**Clock wiring as the flow saved it**

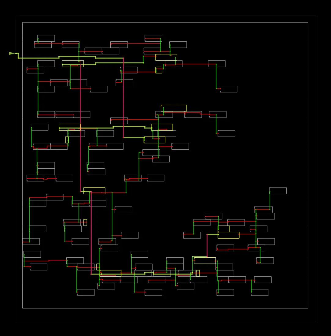
**Layout detail**

Window x 12 to 52, y 78 to 118 um. Cells in grey, sequential cells in the stronger grey; small squares are vias.
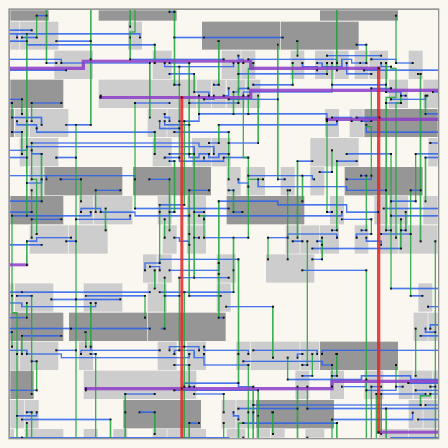
<file path="src/rtl/pwm_multi_pkg.sv">
// Shared types, defaults and helpers for the multi-channel PWM generator.
package pwm_multi_pkg;

  // Default geometry of the generator (and the legal upper bounds).
  localparam int unsigned PWM_CH_DEFAULT = 4;
  localparam int unsigned PWM_W_DEFAULT  = 8;
  localparam int unsigned PWM_CH_MAX     = 16;
  localparam int unsigned PWM_W_MAX      = 16;

  // Counting mode held in the staging and shadow tiers.
  typedef enum logic {
    PWM_EDGE   = 1'b0,
    PWM_CENTER = 1'b1
  } pwm_mode_e;

  // Counter direction; edge mode only ever counts up.
  typedef enum logic {
    DIR_UP   = 1'b0,
    DIR_DOWN = 1'b1
  } pwm_dir_e;

  // Widest packed duty word any legal configuration can present.
  typedef logic [PWM_CH_MAX*PWM_W_MAX-1:0] duty_bus_t;

  // Extract channel idx (w bits wide) from a zero-extended packed duty word.
  function automatic logic [PWM_W_MAX-1:0] duty_of(input duty_bus_t   bus,
                                                   input int unsigned idx,
                                                   input int unsigned w);
    duty_bus_t            shifted;
    logic [PWM_W_MAX-1:0] mask;
    shifted = bus >> (idx * w);
    mask    = PWM_W_MAX'((32'd1 << w) - 32'd1);
    return shifted[PWM_W_MAX-1:0] & mask;
  endfunction

endpackage : pwm_multi_pkg

</file>
<file path="src/rtl/pwm_channel.sv">
// One PWM channel: staging duty, shadow duty, compare and registered output.
module pwm_channel
  import pwm_multi_pkg::*;
#(
  parameter int unsigned W = PWM_W_DEFAULT
) (
  input  logic         clk,
  input  logic         rst,           // synchronous, active-low
  input  logic [W-1:0] cnt_i,         // shared period counter
  input  logic [W-1:0] duty_i,        // this channel's duty request
  input  logic         load_stage_i,  // capture duty_i into staging
  input  logic         load_shadow_i, // transfer into shadow (bypass when load_stage_i too)
  input  logic         active_i,      // enabled and non-zero period
  output logic         pwm_o
);

  logic [W-1:0] stage_q, stage_d;
  logic [W-1:0] shadow_q, shadow_d;
  logic         pwm_q, pwm_d;

  // Next-state for both duty tiers and the compare result.
  always_comb begin
    // NOTE: every signal assigned here gets a default first, so no path can
    // leave it holding its old value and infer a latch.
    stage_d  = stage_q;
    shadow_d = shadow_q;
    if (load_stage_i) begin
      stage_d = duty_i;
    end
    if (load_shadow_i) begin
      // A strobe in the transfer cycle itself skips staging and loads the
      // freshest request directly.
      shadow_d = load_stage_i ? duty_i : stage_q;
    end
    // Unsigned W-bit compare; D >= P is constant high, D = 0 constant low.
    pwm_d = active_i && (cnt_i < shadow_q);
  end

  // Duty tiers and output flop.
  always_ff @(posedge clk) begin
    // NOTE: reset is sampled on the clock edge, and all state uses
    // non-blocking assignment so every flop sees pre-edge values.
    if (!rst) begin
      stage_q  <= '0;
      shadow_q <= '0;
      pwm_q    <= 1'b0;
    end else begin
      stage_q  <= stage_d;
      shadow_q <= shadow_d;
      pwm_q    <= pwm_d;
    end
  end

  assign pwm_o = pwm_q;

endmodule : pwm_channel

</file>
<file path="src/rtl/pwm_multi.sv">
// Multi-channel PWM generator with double-buffered duty, period and mode.
// The top owns the period counter, direction, period/mode tiers, the
// pending flag, boundary detection and the start pulse.
module pwm_multi
  import pwm_multi_pkg::*;
#(
  parameter int unsigned CH = PWM_CH_DEFAULT,
  parameter int unsigned W  = PWM_W_DEFAULT
) (
  input  logic            clk,
  input  logic            rst,       // synchronous, active-low
  input  logic            en_i,
  input  logic            center_i,
  input  logic [W-1:0]    period_i,
  input  logic [CH*W-1:0] duty_i,
  input  logic            update_i,
  output logic [CH-1:0]   pwm_o,
  output logic            start_o,
  output logic            pending_o
);

  // Period and mode travel together through the staging and shadow tiers.
  typedef struct packed {
    logic [W-1:0] period;
    pwm_mode_e    mode;
  } cfg_t;

  localparam cfg_t CFG_RESET = '{period: '0, mode: PWM_EDGE};

  cfg_t         req_cfg;
  cfg_t         stage_q, stage_d;
  cfg_t         shadow_q, shadow_d;
  logic [W-1:0] cnt_q, cnt_d;
  pwm_dir_e     dir_q, dir_d;
  logic         pending_q, pending_d;
  logic         start_q, start_d;

  logic         period_zero;
  logic [W-1:0] period_last;
  logic         at_end;
  logic         boundary;
  logic         load_shadow;
  logic         active;

  assign req_cfg     = '{period: period_i, mode: pwm_mode_e'(center_i)};
  assign period_zero = (shadow_q.period == '0);
  // Only meaningful when the period is non-zero; never wider than W bits.
  assign period_last = shadow_q.period - W'(1);

  // Last count of the current period in the active shadow mode.
  always_comb begin
    if (shadow_q.mode == PWM_EDGE) begin
      at_end = (cnt_q == period_last);
    end else begin
      at_end = (dir_q == DIR_DOWN) && (cnt_q == '0);
    end
  end

  // Disabled or zero-period cycles all count as boundaries so that any
  // pending configuration lands immediately.
  assign boundary    = !en_i || period_zero || at_end;
  assign load_shadow = boundary && (pending_q || update_i);

  // State register: counter, direction, tiers, pending flag, start pulse.
  always_ff @(posedge clk) begin
    if (!rst) begin
      cnt_q     <= '0;
      dir_q     <= DIR_UP;
      stage_q   <= CFG_RESET;
      shadow_q  <= CFG_RESET;
      pending_q <= 1'b0;
      start_q   <= 1'b0;
    end else begin
      cnt_q     <= cnt_d;
      dir_q     <= dir_d;
      stage_q   <= stage_d;
      shadow_q  <= shadow_d;
      pending_q <= pending_d;
      start_q   <= start_d;
    end
  end

  // Next-state: tier transfers, pending bookkeeping and the up/down count.
  always_comb begin
    stage_d   = stage_q;
    shadow_d  = shadow_q;
    pending_d = pending_q;
    cnt_d     = cnt_q;
    dir_d     = dir_q;

    if (update_i) begin
      stage_d = req_cfg;
    end

    if (load_shadow) begin
      shadow_d  = update_i ? req_cfg : stage_q;
      pending_d = 1'b0;
    end else if (update_i) begin
      pending_d = 1'b1;
    end

    if (boundary) begin
      // Every new period, and every reload, restarts at 0 counting up.
      cnt_d = '0;
      dir_d = DIR_UP;
    end else if (shadow_q.mode == PWM_EDGE) begin
      cnt_d = cnt_q + W'(1);
    end else if (dir_q == DIR_UP) begin
      if (cnt_q == period_last) begin
        // The turn repeats P-1 once so the period is exactly 2P cycles.
        dir_d = DIR_DOWN;
      end else begin
        cnt_d = cnt_q + W'(1);
      end
    end else begin
      cnt_d = cnt_q - W'(1);
    end
  end

  // Output decode: channel enable and the start-of-period pulse.
  always_comb begin
    active  = en_i && !period_zero;
    start_d = active && (cnt_q == '0) && (dir_q == DIR_UP);
  end

  // Zero-extend the packed request so the shared slice helper can be used.
  duty_bus_t duty_wide;
  assign duty_wide = duty_bus_t'(duty_i);

  for (genvar i = 0; i < CH; i++) begin : g_ch
    logic [W-1:0] duty_ch;
    assign duty_ch = W'(duty_of(duty_wide, i, W));

    pwm_channel #(
      .W(W)
    ) u_channel (
      .clk          (clk),
      .rst          (rst),
      .cnt_i        (cnt_q),
      .duty_i       (duty_ch),
      .load_stage_i (update_i),
      .load_shadow_i(load_shadow),
      .active_i     (active),
      .pwm_o        (pwm_o[i])
    );
  end

  assign start_o   = start_q;
  assign pending_o = pending_q;

endmodule : pwm_multi
</file>
<file path="config.mk">
export PLATFORM = sky130hd
export DESIGN_NAME = pwm_multi
export DESIGN_NICKNAME = d
export VERILOG_FILES = /design/src/rtl/pwm_multi_pkg.sv /design/src/rtl/pwm_channel.sv /design/src/rtl/pwm_multi.sv
export SDC_FILE = /design/constraint.sdc
export NUM_CORES = 1
export LEC_CHECK = 0
export ABC_AREA = 1
export ABC_CLOCK_PERIOD_IN_PS = 1900
export CAP_MARGIN = 10
export CELL_PAD_IN_SITES_DETAIL_PLACEMENT = 0
export CELL_PAD_IN_SITES_GLOBAL_PLACEMENT = 1
export CORE_AREA = 3 3 126 128
export CTS_CLUSTER_DIAMETER = 200
export DETAILED_ROUTE_END_ITERATION = 12
export DIE_AREA = 0 0 129 131
export PLACE_DENSITY = 0.68
export SETUP_SLACK_MARGIN = 0.05
export SLEW_MARGIN = 15
export SYNTH_ARGS = -nofsm -noshare
export SYNTH_HDL_FRONTEND = slang
export SYNTH_SLANG_ARGS = --single-unit
export TNS_END_PERCENT = 1
</file>
<file path="constraint.sdc">
create_clock -name clk -period 1.9 [get_ports clk]
set_input_delay 0.38 -clock clk [delete_from_list [all_inputs] [get_ports clk]]
set_output_delay 0.38 -clock clk [all_outputs]
set_load 0.02 [all_outputs]
</file>
==> results_dict.tcl <==
# yosys + openroad results
set metrics [dict create \
    hold_viol 0 \
    reg2reg_depth 16 \
    ff_type "dfxtp_1" \
    cp_num_buf_inv 3 \
    grt_max_degree 47 \
    xor_area_share_pct 2.205 \
    fmax_mhz 511.3 \
    drtAntennaViolNets 0 \
    ff2ff_setup_slack_ns -0.06 \
    nMultiInputCombCells 486 \
    critPathLaunch "shadow_q[1]$_SDFFE_PN0P_" \
    crit_path_start_kind "register" \
    ys_cells 680 \
    failed_checks "negative setup slack" \
    r2r_start "shadow_q[1]$_SDFFE_PN0P_" \
    edf_count 0 \
    topCellsByArea "dfxtp_1, nand2_1, ha_1, mux2i_1, nor2_1" \
    placed_cells 921 \
    post-route-period-util_pct 102.9 \
    largest_area_cell "dfxtp_1" \
    p_sw_uw 1650 \
    crit_fanout 22 \
    grt.total_usage_pct 15.75 \
    dp_hpwl_mm 9.332 \
    setup_slack_ns -0.05569 \
    final-setup-viol-count 41 \
    post_drt_via_cell_ratio 4.741 \
    status "finished with violations" \
    comb_area_share_pct 43.90 \
    crit_chain "inv_2 -> ha_4 -> inv_1 -> nand2_1 -> nand2_1 -> nor2_2 -> nand2_1 -> nor2_2 -> nand3_2 -> nor2_4 -> nand3_4 -> nand2_8 -> buf_12 -> nand3_1 -> nand2_1 -> nor2_1" \
]
## Picture notes: 'clock wiring as the flow saved it'
number of buffers created by CTS: 9
clk sinks: 97
P_clk: 1810 uW

## Picture notes: 'layout detail'
legend:
  purple:
    layer: met3
  red:
    layer: met4
  blue:
    layer: met1
  green:
    layer: met2
netlist names of flops here include: `g_ch.u_channel.shadow_q` (9), `g_ch.u_channel.stage_q` (5)
sequential cells in the window: 15
cells with their middle in the window: 98
most frequent: nor2_1 (19), dfxtp_1 (15), a21oi_1 (14)

Power figures rest on the tool's default switching activity, not on a simulated workload.
